`config.mk`:
```
export PLATFORM = sky130hd
export DESIGN_NAME = algo_1r1w_refr_sched
export DESIGN_NICKNAME = d
export VERILOG_FILES = /design/src/rtl/algo_1r1w_refr_sched_pkg.sv /design/src/rtl/algo_1r1w_refr_sched.sv
export SDC_FILE = /design/constraint.sdc
export NUM_CORES = 1
export LEC_CHECK = 0
export CORE_MARGIN = 1
export CORE_UTILIZATION = 46
export CTS_BUF_LIST = sky130_fd_sc_hd__clkbuf_8
export CTS_CLUSTER_DIAMETER = 120
export DETAILED_ROUTE_END_ITERATION = 10
export GPL_TIMING_DRIVEN = 0
export PLACE_DENSITY_LB_ADDON = 0.2
export SYNTH_ARGS = -nofsm -noshare
export SYNTH_HDL_FRONTEND = slang
export SYNTH_SLANG_ARGS = --single-unit
```
`constraint.sdc`:
```
create_clock -name clk -period 4.3 [get_ports clk]
set_input_delay 0.43 -clock clk [delete_from_list [all_inputs] [get_ports clk]]
set_output_delay 0.43 -clock clk [all_outputs]
set_load 0.005 [all_outputs]
```
`src/rtl/algo_1r1w_refr_sched_pkg.sv`:
```
// algo_1r1w_refr_sched_pkg: scheduler state encoding and parameter legality check
package algo_1r1w_refr_sched_pkg;

    typedef enum logic {INIT, RUN} state_t;

    function automatic bit params_ok(int reffreq, int maxpend, int bitpend);
        return reffreq >= 2 && maxpend >= 1 && bitpend >= $clog2(maxpend + 1);
    endfunction

endpackage

```
`src/rtl/algo_1r1w_refr_sched.sv`:
```
// algo_1r1w_refr_sched: round-robin T1 refresh scheduler with credit counter and forced-refresh stall
//   clk, rst                 rising-edge clock, synchronous active-high reset
//   nxt_rd, nxt_rd_bank      read launching next cycle and its refresh bank
//   nxt_wr, nxt_wr_bank      write launching next cycle and its refresh bank
//   t1_refrC, t1_bankC       registered refresh command and bank
//   stall                    core must drop its nxt_* accesses this cycle
//   ready                    initial refresh sweep complete
//   pend_cnt                 outstanding refresh credits
//   err_ovf                  sticky: a credit was dropped at saturation
module algo_1r1w_refr_sched
    import algo_1r1w_refr_sched_pkg::*;
#(
    parameter int NUMRBNK = 4,
    parameter int BITRBNK = 2,
    parameter int REFFREQ = 6,
    parameter int MAXPEND = 4,
    parameter int BITPEND = 3,
    parameter int REFRESH = 1
) (
    input  logic               clk,
    input  logic               rst,
    input  logic               nxt_rd,
    input  logic [BITRBNK-1:0] nxt_rd_bank,
    input  logic               nxt_wr,
    input  logic [BITRBNK-1:0] nxt_wr_bank,
    output logic               t1_refrC,
    output logic [BITRBNK-1:0] t1_bankC,
    output logic               stall,
    output logic               ready,
    output logic [BITPEND-1:0] pend_cnt,
    output logic               err_ovf
);

    localparam int BITTIME = $clog2(REFFREQ);

    if (!params_ok(REFFREQ, MAXPEND, BITPEND)) begin : g_bad_params
        $error("algo_1r1w_refr_sched: illegal REFFREQ/MAXPEND/BITPEND");
    end

    state_t             state, state_n;
    logic [BITRBNK-1:0] rr_ptr, ptr_n, ptr_inc, bank_n;
    logic [BITTIME-1:0] timer, timer_n;
    logic [BITPEND-1:0] pend_n;
    logic               ovf_n, refr_n, ready_n, wrap, conflict, issue;

    always_comb begin
        ptr_inc  = rr_ptr == BITRBNK'(NUMRBNK - 1) ? '0 : rr_ptr + 1'b1;
        wrap     = REFRESH != 0 && state == RUN && timer == BITTIME'(REFFREQ - 1);
        conflict = (nxt_rd && nxt_rd_bank == rr_ptr) || (nxt_wr && nxt_wr_bank == rr_ptr);
        stall    = REFRESH != 0 && state == RUN && pend_cnt == BITPEND'(MAXPEND);
        // a stalled core launches nothing next cycle, so the refresh can be forced
        issue    = state == RUN && pend_cnt != '0 && (!conflict || stall);
        state_n  = state;
        ptr_n    = rr_ptr;
        timer_n  = timer;
        pend_n   = pend_cnt;
        ovf_n    = err_ovf;
        refr_n   = 1'b0;
        bank_n   = t1_bankC;
        ready_n  = ready;
        if (state == INIT) begin
            if (REFRESH == 0) begin
                state_n = RUN;
                ready_n = 1'b1;
            end else begin
                refr_n = 1'b1;
                bank_n = rr_ptr;
                ptr_n  = ptr_inc;
                if (rr_ptr == BITRBNK'(NUMRBNK - 1)) begin
                    state_n = RUN;
                    ready_n = 1'b1;
                end
            end
        end else begin
            if (REFRESH != 0)
                timer_n = wrap ? '0 : timer + 1'b1;
            if (issue) begin
                refr_n = 1'b1;
                bank_n = rr_ptr;
                ptr_n  = ptr_inc;
            end
            // a credit arriving in the same cycle as an issue cancels out
            if (issue && !wrap)
                pend_n = pend_cnt - 1'b1;
            else if (wrap && !issue) begin
                if (stall)
                    ovf_n = 1'b1;
                else
                    pend_n = pend_cnt + 1'b1;
            end
        end
    end

    always_ff @(posedge clk) begin
        if (rst) begin
            state    <= INIT;
            rr_ptr   <= '0;
            timer    <= '0;
            pend_cnt <= '0;
            err_ovf  <= 1'b0;
            t1_refrC <= 1'b0;
            t1_bankC <= '0;
            ready    <= 1'b0;
        end else begin
            state    <= state_n;
            rr_ptr   <= ptr_n;
            timer    <= timer_n;
            pend_cnt <= pend_n;
            err_ovf  <= ovf_n;
            t1_refrC <= refr_n;
            t1_bankC <= bank_n;
            ready    <= ready_n;
        end
    end

endmodule

```
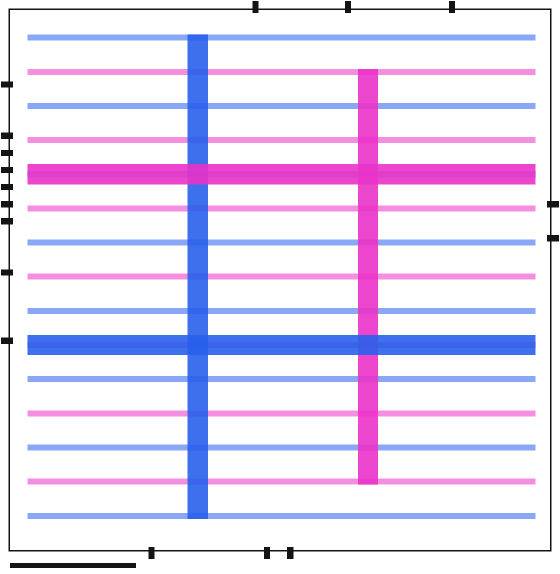
(floorplan with the power grid)
The bar under the picture is 10 um long. Pins as bars on the die edge.
| colour | net |
|---|---|
| blue | VSS |
| magenta | VDD |
rows: 14
met4 straps: 2
met1 rails: 15
met5 straps: 2
signal pins: 17
maximum vdd drop: 0.175 mV
core area: 0.00154 mm2
Die Wd: 43 um

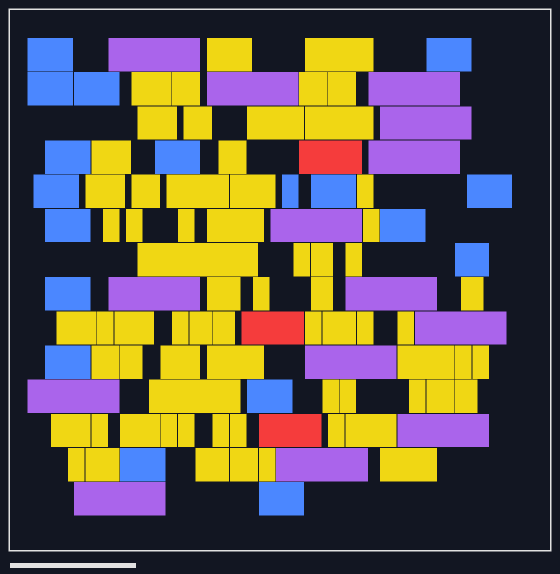
(cell classes on the final placement)
The bar under the picture is 10 um long.
| colour | class | cells | share of their area |
|---|---|---|---|
| purple | flops | 14 | 29% |
| red | clock drivers | 3 | 4.2% |
| blue | other buffers and delay cells | 18 | 18% |
| yellow | combinational and other logic | 68 | 49% |
fraction of standard cell area that is sequential: 28.2%
Finished Core Util: 64.5%
Rows: 14
final non-filler cell area: 995 um2

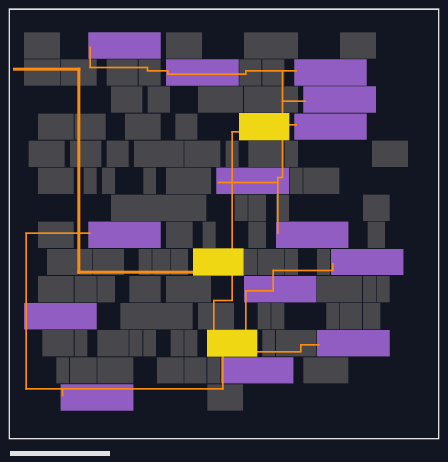
(routed clock nets over the placement)
The bar under the picture is 10 um long.
[yellow] clock drivers | count: 3
[purple] flip-flops | count: 14
[orange] clock wires | length: 191 um
routed clock nets: 4
final worst clock skew: 5.59 ps
part of the power in the clock network: 29.2%
power dissipated in the clock network: 0.104 mW
latest clock arrival within the worst-skew pair: 240 ps

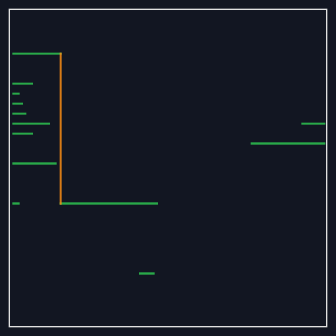
(signal wires by layer)
Only two layers are drawn.
| colour | layer | wire length |
|---|---|---|
| green | metal 3 | 54.0 um |
| orange | metal 4 | 20.4 um |
overall global routing resource usage: 19.2%
total detailed-routing wirelength: 1.49 mm

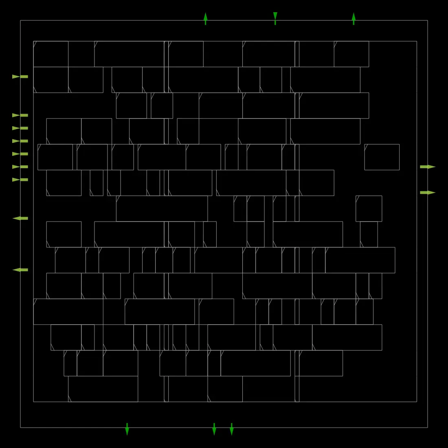
(cell placement)
Tapcells: 16
number of flip-flops and latches: 14

==> flow_metrics.tcl <==
# yosys + openroad results
set metrics [dict create \
    maxSlewHeadroom_pct 71.2 \
    count_of_inserted_antenna_diode_cells 0 \
    dr.first_iter.drc_count 7 \
    worst_pin_slew_ps 432 \
    postSynth.topFlopCell "sky130_fd_sc_hd__dfxtp_1" \
    globalRouteMet2Util_pct 32.1 \
    cpMostUsedCell "sky130_fd_sc_hd__xor2_1" \
    drcViolationCount 0 \
    cellLeakagePower_nw 0.385 \
    ys_chip_area_um2 773 \
    critical_path.endpoint_type "flip-flop" \
    worst_setup_hold_path_clk_slew_ps 60 \
    drive_above_1_share_pct 9.71 \
    placed_cell_area_um2 953 \
    warning_count 28 \
    syn_inst 84 \
    number_of_cells_after_detailed_placement 116 \
    timing.critical_path.slowest_cell_delay_ps 470 \
    synth_flops 14 \
    cell_type_of_the_slowest_stage_on_the_worst_timing_path "sky130_fd_sc_hd__clkdlybuf4s50_1" \
    maxClockFrequency_mhz 368 \
    cp_delay_by_family_top "adder cells" \
    cts_inserted_buffers 3 \
    summed_instance_area_of_the_synthesized_netlist_um2 773 \
    hold_violations 0 \
    yosysWarningCount 0 \
    average_size_of_a_mapped_cell_um2 9.21 \
    post_synth_num_cell_types 31 \
    run_status "completed" \
    tritoncts_clock_tree "built" \
    number_of_flops_mapped_to_enable_cells_by_yosys 0 \
    timing.hold.ws_ps 469 \
    dp_hpwl_mm 1.14 \
    timing.rr.end "pend_cnt[2]" \
    post-cts-setup-buffers 0 \
    worst_hold_startpoint "ready" \
    power-per-cell-area_mw_per_mm2 358 \
    reg2reg_depth 10 \
    cap_viol_max_count 0 \
    crit_cells 11 \
    path_max_fanout 3 \
    route.detailed.vias_per_inst 5.13 \
    timing.rr.start "rr_ptr[1]" \
    nFillCells 136 \
    largest_registers "pend_cnt (3), timer (3)" \
    met3_usage_pct 4.26 \
    areaGrowthSynthToFinish_pct 28.6 \
    grt_first_pass_wirelength_mm 2.57 \
    wl_met3_um 54 \
    synth-async-reset-ratio_pct 0 \
    final-setup-viol-count 0 \
    worst_setup_path_startpoint "nxt_rd_bank[1]" \
    global_route.peak_usage_layer "met2" \
    timing.final.crit_period_ps 2720 \
    rsz0062_at_grt "no" \
    fin_crit_sh_pct 63.1 \
    wl_per_cell_um 12.5 \
    cts.sinks 14 \
    synth_area_leader_cell "sky130_fd_sc_hd__dfxtp_1" \
    synthesis.nets 98 \
    grt_start_max_net_pins 11 \
    critical_path_required_ps 4420 \
    use_met1_pct 22.4 \
    worst-path-buf-inv 2 \
    finalWeightedCongestion 0.717 \
    hold_critical_path_depth 2 \
    routed.top_layer "met4" \
    antenna_found_initial 0 \
    numPortBuffers 16 \
    finalSetupTns_ps 0 \
    postCtsResizedCells 0 \
    area.sequential_um2 280 \
    ctsLongestPathBuffers 2 \
    wl_met2_um 736 \
    timing.critical_path.from_type "input port" \
    ys_seq_share_pct 36.2 \
    top_level_ports 17 \
    synth_simple_gate_area_share_pct 20.2 \
    slew_violations 0 \
]
==> power by group <==
part | switching (mW) | internal, mW | total (mW) | leakage [nW]
Combinational | 0.0417 | 0.0513 | 0.0930 | 0.249
Clock | 0.0421 | 0.0617 | 0.104 | 0.0216
Sequential | 0.0139 | 0.145 | 0.159 | 0.114
Total | 0.0977 | 0.258 | 0.356 | 0.385
==> area by class of cell <==
class | count | share of cell area (%)
inverter | 8 | 3.02
buffer | 2 | 1.13
multi-input combinational | 60 | 45.4
sequential | 14 | 28.2
timing repair buffer | 16 | 16.1
tap | 16 | 2.01
clock buffer | 3 | 4.15
==> tightest hold or removal path: stages, from the launching register on <==
cell,delay (ps)
sky130_fd_sc_hd__dfxtp_1,320
sky130_fd_sc_hd__a21oi_1,40
sky130_fd_sc_hd__nor2_1,70
Power and IR drop assume default switching activity.
